Signal wires on met1:
Supply wires on this layer in grey.
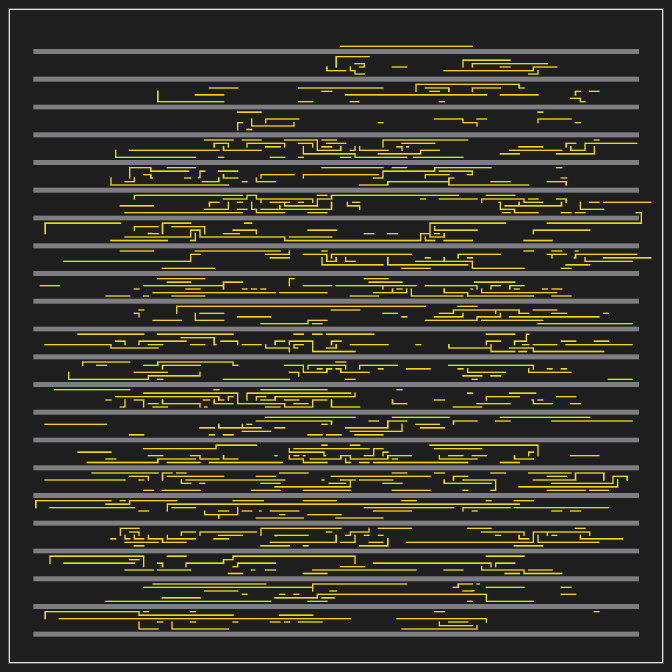
Routing congestion:
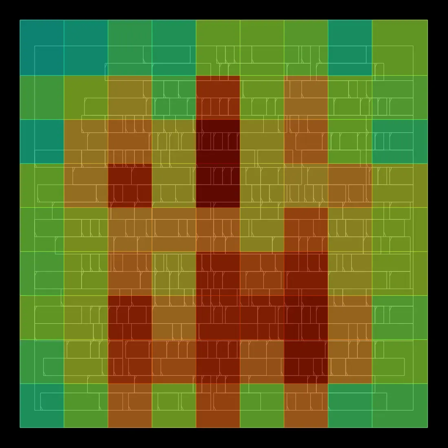
Cells coloured by class:
The bar under the picture is 20 um long. Fill, decap, tap and diode cells in grey.
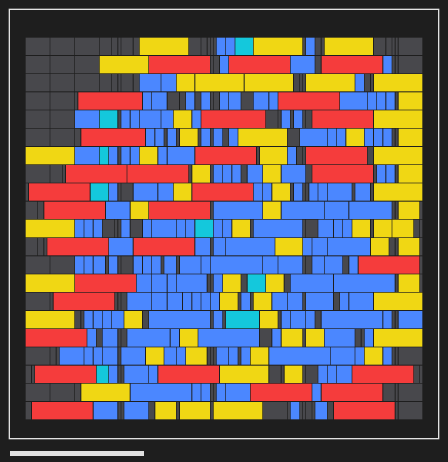
Placement density heat map:
6 x 6 tiles, from white (low) to dark blue (high), 0 to 100% covered.
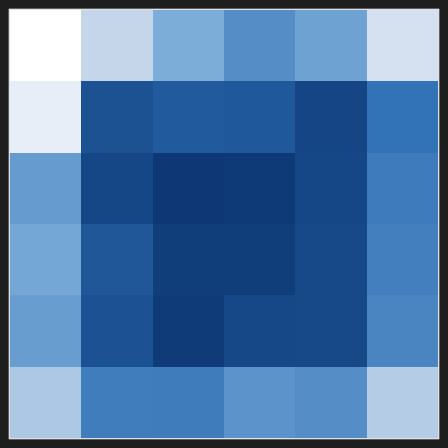
==> config.mk <==
export PLATFORM = sky130hd
export DESIGN_NAME = stream_argmax
export DESIGN_NICKNAME = d
export VERILOG_FILES = /design/src/rtl/argmax_pkg.sv /design/src/rtl/argmax_cmp_stage.sv /design/src/rtl/stream_argmax.sv
export SDC_FILE = /design/constraint.sdc
export NUM_CORES = 1
export LEC_CHECK = 0
export ABC_AREA = 1
export CORE_MARGIN = 2
export CORE_UTILIZATION = 47
export CTS_CLUSTER_DIAMETER = 100
export DETAILED_ROUTE_END_ITERATION = 10
export PLACE_DENSITY = 0.82
export SLEW_MARGIN = 20
export SYNTH_ARGS = -nofsm -noshare
export SYNTH_HDL_FRONTEND = slang
export SYNTH_SLANG_ARGS = --single-unit
==> constraint.sdc <==
create_clock -name clk -period 1.5 [get_ports clk]
set_clock_uncertainty 0.05 [all_clocks]
set_input_delay 0.3 -clock clk [delete_from_list [all_inputs] [get_ports clk]]
set_output_delay 0.3 -clock clk [all_outputs]
set_load 0.05 [all_outputs]
==> src/rtl/argmax_pkg.sv <==
// Shared types and compare helper for the argmax blocks.
// Define ARGMAX_SIGNED_EN for a two's-complement compare; it is unsigned otherwise.
package argmax_pkg;

    localparam int N_DEF = 10;
    localparam int W_DEF = 8;
    localparam int GT_W  = 32;   // widest sample gt() accepts

    typedef enum logic {COLLECT, HOLD} argmax_state_t;

    // a > b for w-bit samples that are zero-extended into GT_W bits.
    function automatic logic gt(input logic [GT_W-1:0] a,
                                input logic [GT_W-1:0] b,
                                input int unsigned     w);
        logic [GT_W-1:0] mask;
        logic [GT_W-1:0] bias;
        mask = (GT_W'(1) << w) - GT_W'(1);
`ifdef ARGMAX_SIGNED_EN
        // Flipping the sign bit maps two's complement onto offset binary,
        // where an unsigned compare gives the signed order.
        bias = GT_W'(1) << (w - 1);
`else
        bias = '0;
`endif
        return ((a & mask) ^ bias) > ((b & mask) ^ bias);
    endfunction

endpackage

==> src/rtl/argmax_cmp_stage.sv <==
// Running-best register: it keeps the best value and index seen so far and
// shows the candidate next best on its outputs. Ties keep the older, lower index.
module argmax_cmp_stage
    import argmax_pkg::*;
#(
    parameter int W  = W_DEF,
    parameter int IW = $clog2(N_DEF)
) (
    input  logic          clk,
    input  logic          rst,
    input  logic          en,
    input  logic          first,
    input  logic [W-1:0]  in_data,
    input  logic [IW-1:0] idx,
    output logic [W-1:0]  next_val,
    output logic [IW-1:0] next_idx
);

    logic [W-1:0]  best_val;
    logic [IW-1:0] best_idx;
    logic          take;

    assign take     = first || gt(GT_W'(in_data), GT_W'(best_val), W);
    assign next_val = take ? in_data : best_val;
    assign next_idx = take ? idx     : best_idx;

    always_ff @(posedge clk or posedge rst) begin
        if (rst) begin
            best_val <= '0;
            best_idx <= '0;
        end else if (en) begin
            best_val <= next_val;
            best_idx <= next_idx;
        end
    end

endmodule

==> src/rtl/stream_argmax.sv <==
// Streaming argmax over frames of N samples, with valid/ready in and out.
// Build with ARGMAX_SIGNED_EN for signed samples.
module stream_argmax
    import argmax_pkg::*;
#(
    parameter int N  = N_DEF,
    parameter int W  = W_DEF,
    parameter int IW = $clog2(N)
) (
    input  logic          clk,
    input  logic          rst,
    input  logic          in_valid,
    output logic          in_ready,
    input  logic [W-1:0]  in_data,
    output logic          out_valid,
    input  logic          out_ready,
    output logic [IW-1:0] ind_max,
    output logic [W-1:0]  max_num,
    output logic [IW-1:0] frame_cnt
);

    localparam logic [IW-1:0] LAST_IDX = IW'(N - 1);

    argmax_state_t state;
    logic          in_xfer;
    logic          out_xfer;
    logic [W-1:0]  next_val;
    logic [IW-1:0] next_idx;

    assign in_ready = (state == COLLECT);
    assign in_xfer  = in_valid && in_ready;
    assign out_xfer = out_valid && out_ready;

    argmax_cmp_stage #(.W(W), .IW(IW)) u_cmp (
        .clk      (clk),
        .rst      (rst),
        .en       (in_xfer),
        .first    (frame_cnt == '0),
        .in_data  (in_data),
        .idx      (frame_cnt),
        .next_val (next_val),
        .next_idx (next_idx)
    );

    always_ff @(posedge clk or posedge rst) begin
        if (rst) begin
            state     <= COLLECT;
            frame_cnt <= '0;
            out_valid <= 1'b0;
            ind_max   <= '0;
            max_num   <= '0;
        end else begin
            case (state)
                COLLECT: begin
                    if (in_xfer) begin
                        if (frame_cnt == LAST_IDX) begin
                            // The result includes the last sample, so take the candidate directly.
                            frame_cnt <= '0;
                            ind_max   <= next_idx;
                            max_num   <= next_val;
                            out_valid <= 1'b1;
                            state     <= HOLD;
                        end else begin
                            frame_cnt <= frame_cnt + 1'b1;
                        end
                    end
                end
                HOLD: begin
                    if (out_xfer) begin
                        out_valid <= 1'b0;
                        state     <= COLLECT;
                    end
                end
                default: state <= COLLECT;
            endcase
        end
    end

endmodule

==> results_slide.txt <==
Run Summary

Timing
  – Slew Viols, Final: 0
  – Fmax: 531.6 MHz
  – Final TNS setup: -7.856 ns
  – Fraction of the cycle the final worst path needs: 125.4%
  – Post-route worst setup slack: -0.3813 ns
  – Final hold violation count: 0
  – Final setup violating endpoints: 24

Synth
  – Netlist cell types: 22
  – Net count entering floorplan: roughly 230
  – Dominant combinational cell family by area after synthesis: simple AND/OR/NAND/NOR gates
  – Adder Area Share: under 10%
  – Per-instance average area after synthesis: 7.956 um2
  – Top cells by area in the synthesized netlist: dfrtp_1 45%, nand2_1 18%, nand3_1 7.1%, inv_1 6.0%, ha_1 5.9%
  – Parity-gate share of the synthesized area counting xor and xnor cells: 1.039%
  – MUX area fraction: 0%
  – Max-area cell share: 44.51%
  – Most common flop cell mapped by yosys: dfrtp_1
  – #FFs+latches synth: 30
  – Syn. warnings: 0
  – Cell with the most instances after synthesis: nand2_1
  – Combined area of all synthesized cells: between 1500 and 2000 um2
  – Commonest cells in the netlist: 83 x nand2_1, 30 x dfrtp_1, 27 x inv_1, 24 x nand3_1, 10 x nand3_2

Pwr
  – Sequential group share of total power: 22.1%
  – Max rail drop VDD: between 1000 and 1500 uV
  – Net switching component of the power: 3.569 mW
  – Leakage power of the design: 1.418 nW
  – Internal power contribution: 3.739 mW
  – Top contributor to total power: combinational cells
  – Flip-flop and latch power: 1.61 mW
  – Combinational gate power: between 5 and 6 mW
  – Combinational cell fraction of total power: 70.7%
  – Net switching fraction of the power: about half

Placement
  – Pre-CTS WS: -0.6234 ns
  – Cell count after placement: 307
  – Gp weighted congestion: 0.8684

Routing
  – Via-per-instance ratio: roughly 5.5
  – Wire length the detailed router placed on met1: 2061 um
  – DRT iter0 DRCs: 101
  – Met3 routed WL: approximately 360 um

Clock tree
  – Hold Buf Count CTS: 0
  – Root Buffer: clkbuf_4
  – Insertion delay to the later sink of the worst-skew pair: 0.35 ns
  – Clock transition at the registers of the reported paths: 0.11 ns
  – Clock tree from TritonCTS: yes
  – Number of CTS-inserted buffers: 5
  – Sink Count: 30

Critical path
  – Crit-path max FO: 2
  – Category of the worst setup path launch point: flip-flop
  – Worst R2R Start: u_cmp.best_val[1]$_DFFE_PP0P_
  – Critical path launch point: u_cmp.best_val[1]$_DFFE_PP0P_
  – Largest stage delay on the critical path: 0.42 ns
  – Setup slack of the worst register-to-register path: -0.38 ns
  – R2R depth: 13
  – Capture point of the worst reg-to-reg path: u_cmp.best_idx[0]$_DFFE_PP0P_
  – Number of cells on the critical path: 13
  – Critical-path top delay cell: dfrtp_1
  – Critical path data arrival time: 2.10 ns
  – Critical path type: reg -> reg
  – Buf+Inv Stages, Crit Path: 2

Layout
  – Layout net count: approximately 300
  – Final-layout fill cell count: approximately 160
  – Top cell category: multi-input combinational cells
  – Leading registers by flop count: max_num (8), u_cmp.best_val (8)
  – Logic share of the area: about two fifths
  – Seq_cells: 30
  – Combinational Area: approximately 1100 um2
  – Top library cells by usage in the layout, fill and taps aside: 67 x nand2_1, 27 x dfrtp_1, 27 x buf_4
  – Clock Buffer Count: 7
  – Top logic cell by instance count in the layout: nand2_1
  – Fraction of layout instances using a drive strength above 1: 47.46%
  – Diode count: 0
  – Count of inverters not on the clock network in the layout: 30
  – Comb_multi_in: roughly 150

Run status
  – Outcome: finished with violations
  – Violated checks: negative setup slack

Die
  – Tap cells: 46
  – Total die size: 4084 um2
  – Die W: 63.91 um
  – Die Y: roughly 64 um

Min path
  – Worst hold path type: in -> async

GRT
  – Antenna violations before repair: 0
  – Congestion Overflow GR: 0
  – First-pass GRT wire length: roughly 8000 um

Flow run
  – Total of max-cap violations: 0
## Picture notes: 'signal wires on met1'
The layer carries 2060 um of wire. The wires run mostly horizontal.
Detailed Route WL: 5458 um
Vias: 1755
GR Layer Usage met1: 31.06%

## Picture notes: 'routing congestion'
total global-route track usage: 26.21%
per-cell routed wire length: 16.95 um
met2 track demand over resource in global routing: 44.27%

## Picture notes: 'cells coloured by class'
remaining logic cells: in blue, cells 177. remaining buffers and delay cells: in yellow, cells 61. clock drivers and dummy loads: in cyan, cells 8. registers: in red, cells 30.
num rows: 21
area of all placed cells without fillers: 2809 um2
core outline area: 3390 um2
share of the core filled with cells in the final layout: 82.87%
fraction of standard cell area that is sequential: 26.86%

## Picture notes: 'placement density heat map'
The fullest tile reaches 97%. The emptiest ninth of the die: north-west. 44% of the tiles are over 75% full. The densest ninth of the die: centre.
effective utilization at floorplan: 49.76%

No activity file was given, so power comes from the tool's default toggle rates.
